===== config.mk =====
export PLATFORM = sky130hd
export DESIGN_NAME = gray_code_counter
export DESIGN_NICKNAME = d
export VERILOG_FILES = /design/src/rtl/gray_pkg.sv /design/src/rtl/gray_enc.sv /design/src/rtl/gray_code_counter.sv
export SDC_FILE = /design/constraint.sdc
export NUM_CORES = 1
export LEC_CHECK = 0
export CAP_MARGIN = 20
export CORE_AREA = 2 2 39 41
export CTS_BUF_LIST = sky130_fd_sc_hd__clkbuf_16
export CTS_CLUSTER_DIAMETER = 100
export DETAILED_ROUTE_END_ITERATION = 7
export DIE_AREA = 0 0 41 43
export PLACE_DENSITY_LB_ADDON = 0.05
export RECOVER_POWER = 100
export SETUP_SLACK_MARGIN = 0.15
export SYNTH_ARGS = -nofsm -noshare
export SYNTH_HDL_FRONTEND = slang
export SYNTH_SLANG_ARGS = --single-unit

===== constraint.sdc =====
create_clock -name clk -period 2.15 [get_ports clk]
set_input_delay 0.3225 -clock clk [delete_from_list [all_inputs] [get_ports clk]]
set_output_delay 0.3225 -clock clk [all_outputs]
set_load 0.005 [all_outputs]

===== src/rtl/gray_pkg.sv =====
// Purpose : shared Gray-code helpers for this counter and the downstream Gray-to-binary decoder.
// Latency : n/a (functions and constants only).
// Backpressure: n/a.
//
// Contents:
//   GRAY_MAX_W - widest counter these helpers support; callers zero-extend into it
//   bin2gray   - binary to Gray, bin ^ (bin >> 1)
//   gray2bin   - Gray to binary, prefix XOR running down from the MSB
package gray_pkg;

   localparam int GRAY_MAX_W = 32;

   function automatic logic [GRAY_MAX_W-1:0] bin2gray(input logic [GRAY_MAX_W-1:0] bin);
      return bin ^ (bin >> 1);
   endfunction

   function automatic logic [GRAY_MAX_W-1:0] gray2bin(input logic [GRAY_MAX_W-1:0] gray);
      logic [GRAY_MAX_W-1:0] bin;
      bin[GRAY_MAX_W-1] = gray[GRAY_MAX_W-1];
      for (int i = GRAY_MAX_W - 2; i >= 0; i--) begin
         bin[i] = bin[i+1] ^ gray[i];
      end
      return bin;
   endfunction

endpackage


===== src/rtl/gray_enc.sv =====
// Purpose : combinational binary-to-Gray encoder, WIDTH bits.
// Latency : 0 cycles (pure combinational).
// Backpressure: none.
//
// Ports:
//   i_bin  [WIDTH-1:0]  binary input
//   o_gray [WIDTH-1:0]  Gray-coded output
module gray_enc
#(
   parameter int WIDTH = 3
)
(
   input  logic [WIDTH-1:0] i_bin,
   output logic [WIDTH-1:0] o_gray
);

   assign o_gray = i_bin ^ (i_bin >> 1);

endmodule


===== src/rtl/gray_code_counter.sv =====
// Purpose : up/down counter with registered Gray and binary outputs, load, terminal count and wrap flags.
// Latency : 1 cycle from en/load sampled to new gray_cnt/bin_cnt; tc is combinational.
// Backpressure: none; one step is taken on every enabled edge.
//
// Ports:
//   clk, rst           clock and synchronous active-high reset
//   en, up             count enable and direction (1 = increment)
//   load, load_val     synchronous load strobe and binary value (load beats en)
//   gray_cnt, bin_cnt  registered count, Gray and binary, always updated together
//   tc                 terminal count for the current direction (max when up, 0 when down)
//   wrap               one-cycle pulse after a step that crossed max<->0
//   chg                one-cycle pulse after an edge that changed gray_cnt
//
// Build option: define GRAY_CNT_SAT_EN to make the counter saturate at the terminal
// count instead of wrapping (load still works as usual).
module gray_code_counter
   import gray_pkg::*;
#(
   parameter int          WIDTH   = 3,
   parameter int unsigned RST_VAL = 0
)
(
   input  logic             clk,
   input  logic             rst,
   input  logic             en,
   input  logic             up,
   input  logic             load,
   input  logic [WIDTH-1:0] load_val,
   output logic [WIDTH-1:0] gray_cnt,
   output logic [WIDTH-1:0] bin_cnt,
   output logic             tc,
   output logic             wrap,
   output logic             chg
);

   localparam logic [GRAY_MAX_W-1:0] RST_BIN_EXT  = GRAY_MAX_W'(RST_VAL);
   localparam logic [GRAY_MAX_W-1:0] RST_GRAY_EXT = bin2gray(RST_BIN_EXT);
   localparam logic [WIDTH-1:0]      RST_BIN      = RST_BIN_EXT[WIDTH-1:0];
   localparam logic [WIDTH-1:0]      RST_GRAY     = RST_GRAY_EXT[WIDTH-1:0];

   logic [WIDTH-1:0] r_bin;
   logic [WIDTH-1:0] r_gray;
   logic             r_wrap;
   logic             r_chg;

   logic [WIDTH-1:0] w_bin_step;
   logic [WIDTH-1:0] w_bin_nxt;
   logic [WIDTH-1:0] w_gray_nxt;
   logic             w_tc;
   logic             w_wrap_nxt;
   logic             w_chg_nxt;

   assign w_tc       = up ? (r_bin == {WIDTH{1'b1}}) : (r_bin == {WIDTH{1'b0}});
   // Natural overflow of the WIDTH-bit add/subtract gives the modulo wrap.
   assign w_bin_step = up ? (r_bin + WIDTH'(1)) : (r_bin - WIDTH'(1));

   always_comb begin
      w_bin_nxt  = r_bin;
      w_chg_nxt  = 1'b0;
      w_wrap_nxt = 1'b0;
      if (load) begin
         w_bin_nxt = load_val;
         w_chg_nxt = (load_val != r_bin);
      end else if (en) begin
`ifdef GRAY_CNT_SAT_EN
         // Parked at the end for this direction: hold, report no change.
         if (!w_tc) begin
            w_bin_nxt = w_bin_step;
            w_chg_nxt = 1'b1;
         end
`else
         w_bin_nxt  = w_bin_step;
         w_chg_nxt  = 1'b1;
         w_wrap_nxt = w_tc;
`endif
      end
   end

   // Encode the next-state binary so the Gray output is a plain register,
   // never skewed from bin_cnt and free of decode glitches downstream.
   gray_enc #(.WIDTH(WIDTH)) u_gray_enc (
      .i_bin  (w_bin_nxt),
      .o_gray (w_gray_nxt)
   );

   always_ff @(posedge clk) begin
      if (rst) begin
         r_bin  <= RST_BIN;
         r_gray <= RST_GRAY;
         r_wrap <= 1'b0;
         r_chg  <= 1'b0;
      end else begin
         r_bin  <= w_bin_nxt;
         r_gray <= w_gray_nxt;
         r_wrap <= w_wrap_nxt;
         r_chg  <= w_chg_nxt;
      end
   end

   assign bin_cnt  = r_bin;
   assign gray_cnt = r_gray;
   assign wrap     = r_wrap;
   assign chg      = r_chg;
   assign tc       = w_tc;

endmodule


Fig. 1: the clock network
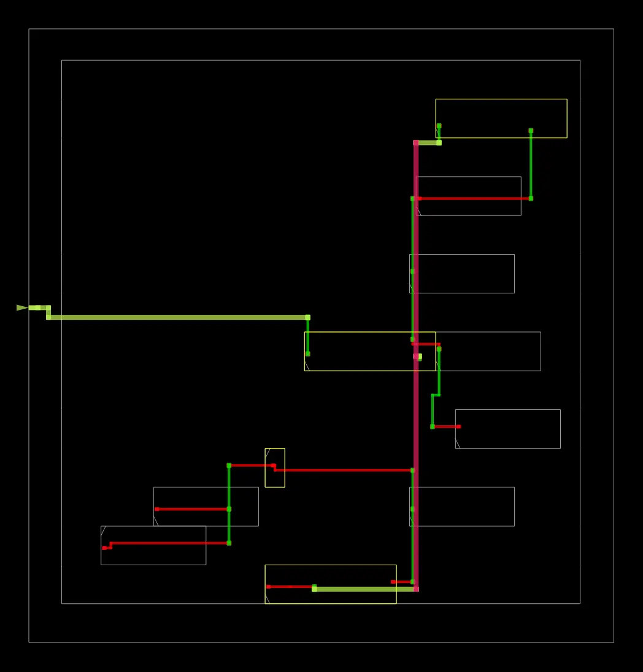
Clock buffer cells: 3
CTS Buf Count: 3

Fig. 2: nets reached from selected ports
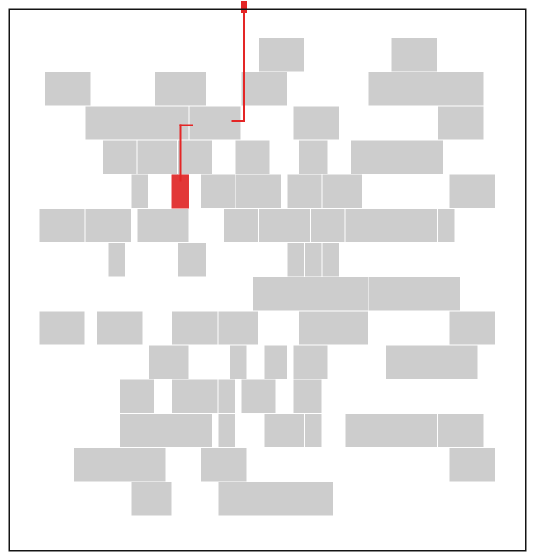
red -> tc  # bits 1, direction output, edge top, end cells 1, buffers 1, wire 14.8 microns

Fig. 3: wiring by layer
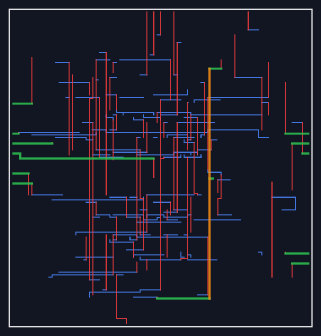
green -> met3  # wire length 53.3 microns
blue -> met1  # wire length 364 microns
orange -> met4  # wire length 31.3 microns
red -> met2  # wire length 454 microns

Fig. 4: gate families picked out
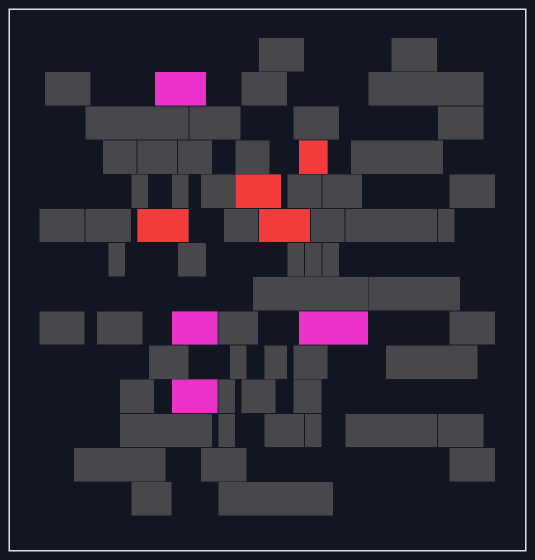
magenta -> multiplexers  # cells 4, most used mux2i_1
red -> AND and OR gates  # cells 4

==> impl_metrics.json <==
{
  "worstSetupStartpointType": "input pin",
  "worstPathMaxFanout": 2,
  "wl_per_cell_microns": 11.1,
  "p_sw_uw": 126,
  "p_total_uw": 593,
  "port_buffers": 16,
  "highest_layer": "met4",
  "share_comb_of_total_power_pct": 21.5,
  "hold_class": "input pin to register",
  "drc": 0,
  "clock_power_uw": 314,
  "yosysChipArea_sq_um": 378,
  "fp_util_pct": 27.3,
  "path_class": "input pin to register",
  "htreeDepth": 1,
  "yosys-top-cells-area": "dfxtp_1, xor2_1, nor2_1",
  "dieArea_sq_mm": 0.00176,
  "clkTransAtPathRegs_ps": 40,
  "synth_cell_type_count": 22,
  "syn_area_per_cell_sq_um": 9.94,
  "rows": 14,
  "critical_path.top_delay_family": "simple AND/OR/NAND/NOR gates",
  "timing.rr.end": "gray_cnt[1]",
  "pg_comb_uw": 128,
  "clockPowerShare_pct": 52.9,
  "edf_count": 0,
  "p_per_area_mw_per_mm2": 858,
  "status": "complete, no violations",
  "p_leak_nw": 0.317,
  "io_pins": 17,
  "antenna_cells": 0,
  "crit_buf_inv": 2,
  "arrival_ps": 2110,
  "ys_warn_count": 0,
  "post-route-period-util_pct": 92.7,
  "root_buffer": "clkbuf_16",
  "rsz0062_at_grt": "false",
  "max_freq_mhz": 502,
  "areaGrowthSynthToFinish_pct": 82.8,
  "grt_pass1_wl_microns": 1640,
  "crit_start": "up",
  "routed_wl_microns": 902,
  "tightest_slew_ps": 285
}
==> state kept, by name, summed over array words and instances (netlist names) <==
| register | count |
|---|---|
| wrap | 1 |
| bin_cnt | 3 |
| chg | 1 |
| gray_cnt | 2 |
==> cell families after synthesis <==
family | count (synthesis) | share of synthesized area (%)
simple gates | 15 | 23.2
flops | 7 | 37.1
xor+xnor | 6 | 13.9
mux | 4 | 12.3
buf+inv | 3 | 4.30
compound gates | 2 | 3.97
fa+ha+maj | 1 | 5.30
==> layout make-up <==
class,instances,area [sq um]
inverters,1,3.75
repair buffers,25,221
flip-flops and latches,7,140
clock inverters,1,3.75
well taps,16,20.0
clock buffers,3,75.1
multi-input cells,28,226
fillers,136,693
==> what timing repair did <==
item,CTS,global route
resized,8,1
buffers inserted,1,0
pin swaps,1,0
endpoints found under the setup margin,3,1
